==> config.mk <==
export PLATFORM = sky130hd
export DESIGN_NAME = sync_reg_file
export DESIGN_NICKNAME = d
export VERILOG_FILES = /design/src/rtl/rf_pkg.sv /design/src/rtl/rf_clear_seq.sv /design/src/rtl/sync_reg_file.sv
export SDC_FILE = /design/constraint.sdc
export NUM_CORES = 2
export LEC_CHECK = 0
export CORE_MARGIN = 1.5
export CORE_UTILIZATION = 25
export CTS_BUF_LIST = sky130_fd_sc_hd__clkbuf_4 sky130_fd_sc_hd__clkbuf_8
export DETAILED_ROUTE_END_ITERATION = 8
export GPL_TIMING_DRIVEN = 0
export SLEW_MARGIN = 5
export SYNTH_ARGS = -nofsm -noshare
export SYNTH_HDL_FRONTEND = slang
export SYNTH_HIERARCHICAL = 1
export SYNTH_SLANG_ARGS = --single-unit
==> constraint.sdc <==
create_clock -name clk -period 3.5 [get_ports clk]
set_clock_uncertainty 0.1 [all_clocks]
set_input_delay 0.35 -clock clk [delete_from_list [all_inputs] [get_ports clk]]
set_output_delay 0.35 -clock clk [all_outputs]
set_load 0.005 [all_outputs]
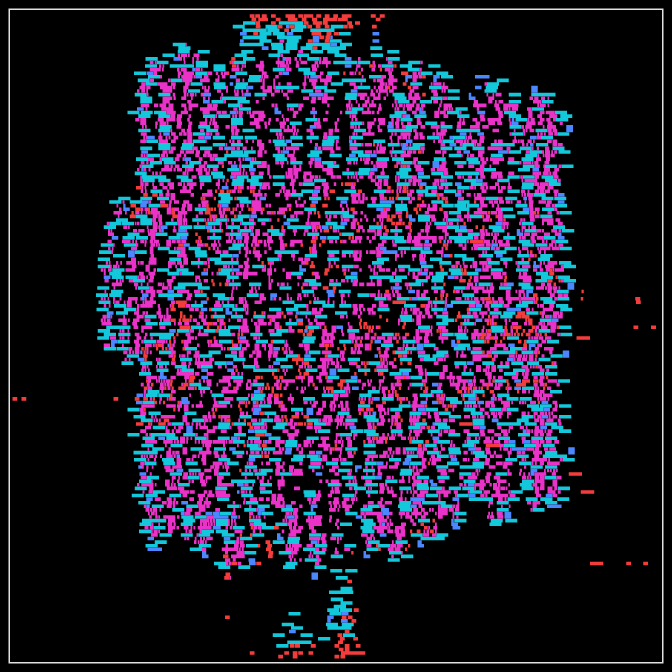
(cells coloured by class)
legend:
  red:
    class: other buffers and delay cells
    cells: 767
    share_of_their_area: 7.0%
  magenta:
    class: all other logic
    cells: 5235
    share_of_their_area: 45%
  cyan:
    class: flip-flops
    cells: 1096
    share_of_their_area: 41%
  blue:
    class: clock drivers and dummy loads
    cells: 351
    share_of_their_area: 6.7%
number of placement rows: 180
Util after Layout: 29.26%

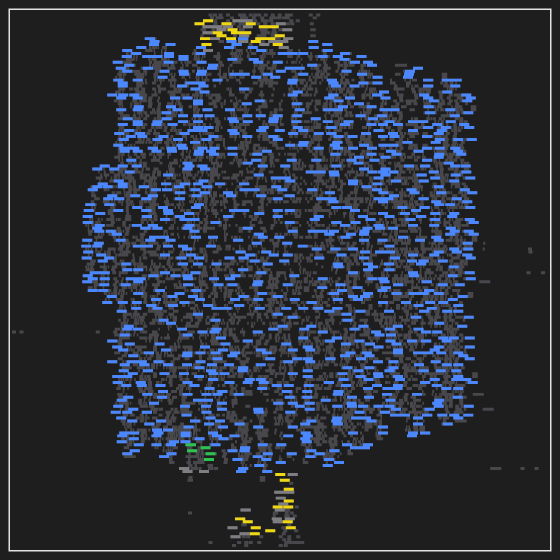
(sequential cells grouped by signal name)
Other sequential cells in the stronger grey, the rest of the logic in the fainter grey.
legend:
  yellow:
    signal: `rdata2`
    flops: 32
    where: a vertical strip down the middle
  blue:
    signal: `mem`
    flops: 1024
  green:
    signal: `uClearSeq/clrIdx`
    flops: 5
power in sequential cells: 16.1 mW
area taken by flip-flops and latches: 27430 µm²

==> run summary <==
Area of all placed cells without fillers: 70450 µm²
Register clock-pin slew on the reported worst setup and hold paths: 0.06 ns
DRC marker count from the first detailed-route iteration: 6162
CTS Hold Buffers Added: 4
DRC violation count after routing: 0
Placeable core region: 240800 µm²
Resized cells post-CTS: 0
Area of combinational cells with multiple inputs: 29940 µm²
Post-synthesis sequential area ratio: 45.24%
Max Used Layer: met5
Crit path capture type: flop
Pleak: 30.92 nW
Pre-antenna DRT Iters: 7
Min cycle time layout: 3.567 ns
Most frequent cells in the layout: 2213 x sky130_fd_sc_hd__nand2_1, 1162 x sky130_fd_sc_hd__a21oi_1, 1095 x sky130_fd_sc_hd__dfrtp_1, 1024 x sky130_fd_sc_hd__mux2i_1, 305 x sky130_fd_sc_hd__clkbuf_1
Initial antenna violation count: 25
Worst vdd rail ir drop: 375.0 µV
Period utilisation layout: 101.9%
Cell type with the largest total area after synthesis: sky130_fd_sc_hd__dfrtp_1
Number of instances in the synthesized netlist: 6974
Post-placement worst setup slack: -0.7035 ns
Share of cells above drive strength 1: 9.746%
Met2 Use GR: 33.84%
Worst reg-to-reg setup slack: 0.45 ns
Required arrival time at the worst endpoint: 4.12 ns
Failing checks: max-capacitance violations, max-slew violations, negative setup slack
Worst Setup Start Kind: input port
Sequence of cells on the critical path: clkdlybuf4s50_1, and2_1, buf_2, clkbuf_1, clkbuf_1, a22oi_1, nand3_1, nand3_1
Actual slew at the worst max-slew pin: 1.602 ns
Antenna viol nets, final: 0
Post-synth tally of flip-flops with integrated enable: 0
Logic depth of the worst register-to-register path: 5
Filler cell count in the final layout: 25294
Instance count along the most critical hold path: 3
Core utilization before placement: 25.18%
Insertion delay to the later sink of the worst-skew pair: 1.04 ns
Final routed wire length divided by cell count: 25.37 µm
Routed via count: 54967
Netlist area before placement: 60630 µm²
Post-detailed-placement cell area: 65950 µm²
MaxCap Viol Count: 1
Final worst-path setup slack: -0.06738 ns
Number of cells on the critical path: 8
Arrival @ worst endpoint: 4.19 ns
Async set-or-reset flop fraction in the synthesized netlist: 100.0%
Number of warnings issued by yosys: 6
Pwr dens: 533.3 nW/µm²
Total met2 wirelength after detailed routing: 121800 µm
Synthesized area per cell: 8.693 µm²
Met1 wire length: 103800 µm
Post-synthesis cell count from yosys: 6974
Width of the chip: 495.5 µm
Number of storage elements in the synthesis netlist: 1096
Sum of negative setup slack: -0.2210 ns
Status: finished, violations left
I/O pin count: 117
Largest incremental delay on the critical path: 0.80 ns
Number of buffers added by the clock tree synthesis step: 191
DIE AREA: 245500 µm²
Y dimension of the die: 495.5 µm
Critical path type: in -> reg
Final setup fails: 5
Via count of the first global-routing pass: 54487
Global Route met3 Usage: 5.225%
Pins Over Slew Limit: 3
Highest clock frequency the design can meet: 0.2803 GHz
[logic make-up after synthesis]
group	count (synthesis)	share of synthesized area, %
buf+inv	647	5.384
simple gates	2628	17.51
compound gates	1575	14.88
mux	1025	16.92
fa+ha+maj	3	0.06192
flops	1096	45.24
[layout make-up]
type	count	share of cell area, %
flip-flops and latches	1096	38.93
inverters	4	0.02131
well taps	3185	5.656
plain buffers	643	4.612
repair buffers	124	1.961
clock inverters	63	0.9821
multi-input cells	5231	42.49
diodes	16	0.05683
clock buffers	288	5.289
[synth_stat cells (54+ instances only)]
cell type                  count
sky130_fd_sc_hd__a31oi_1      65
sky130_fd_sc_hd__clkbuf_1    305
sky130_fd_sc_hd__a22o_1      128
sky130_fd_sc_hd__a21oi_1    1162
sky130_fd_sc_hd__a22oi_1     192
sky130_fd_sc_hd__mux2i_1    1024
sky130_fd_sc_hd__nor3_1       66
sky130_fd_sc_hd__buf_4        54
sky130_fd_sc_hd__dfrtp_1    1095
sky130_fd_sc_hd__nand2_1    2213
sky130_fd_sc_hd__buf_2       206
sky130_fd_sc_hd__nand3_1     196
[power breakdown]
group          internal [mW]  switching, mW  total (mW)
sequential              14.5           1.66        16.1
clock                   7.61           6.19        13.8
combinational           2.74           4.90        7.64
total                   24.8           12.8        37.6
[stage by stage]
step                      util, %  total power, mW  instances  hold WS, ns
after floorplan                 -            20.33       6974     -0.04559
after global placement      27.31            23.48      10272       0.3916
after detailed placement    27.39            23.73      10279       0.2273
after CTS                   29.25            37.49      10634     0.008963
after global routing        29.25            38.94      10638      0.08521
final                       29.26            37.58      10650      0.08447
[tightest hold or removal path: stages]
cell and delay [ns]:
sky130_fd_sc_hd__clkdlybuf4s50_1 0.58, sky130_fd_sc_hd__nand2_1 0.13, sky130_fd_sc_hd__a21oi_1 0.05
Power and IR drop assume default switching activity.
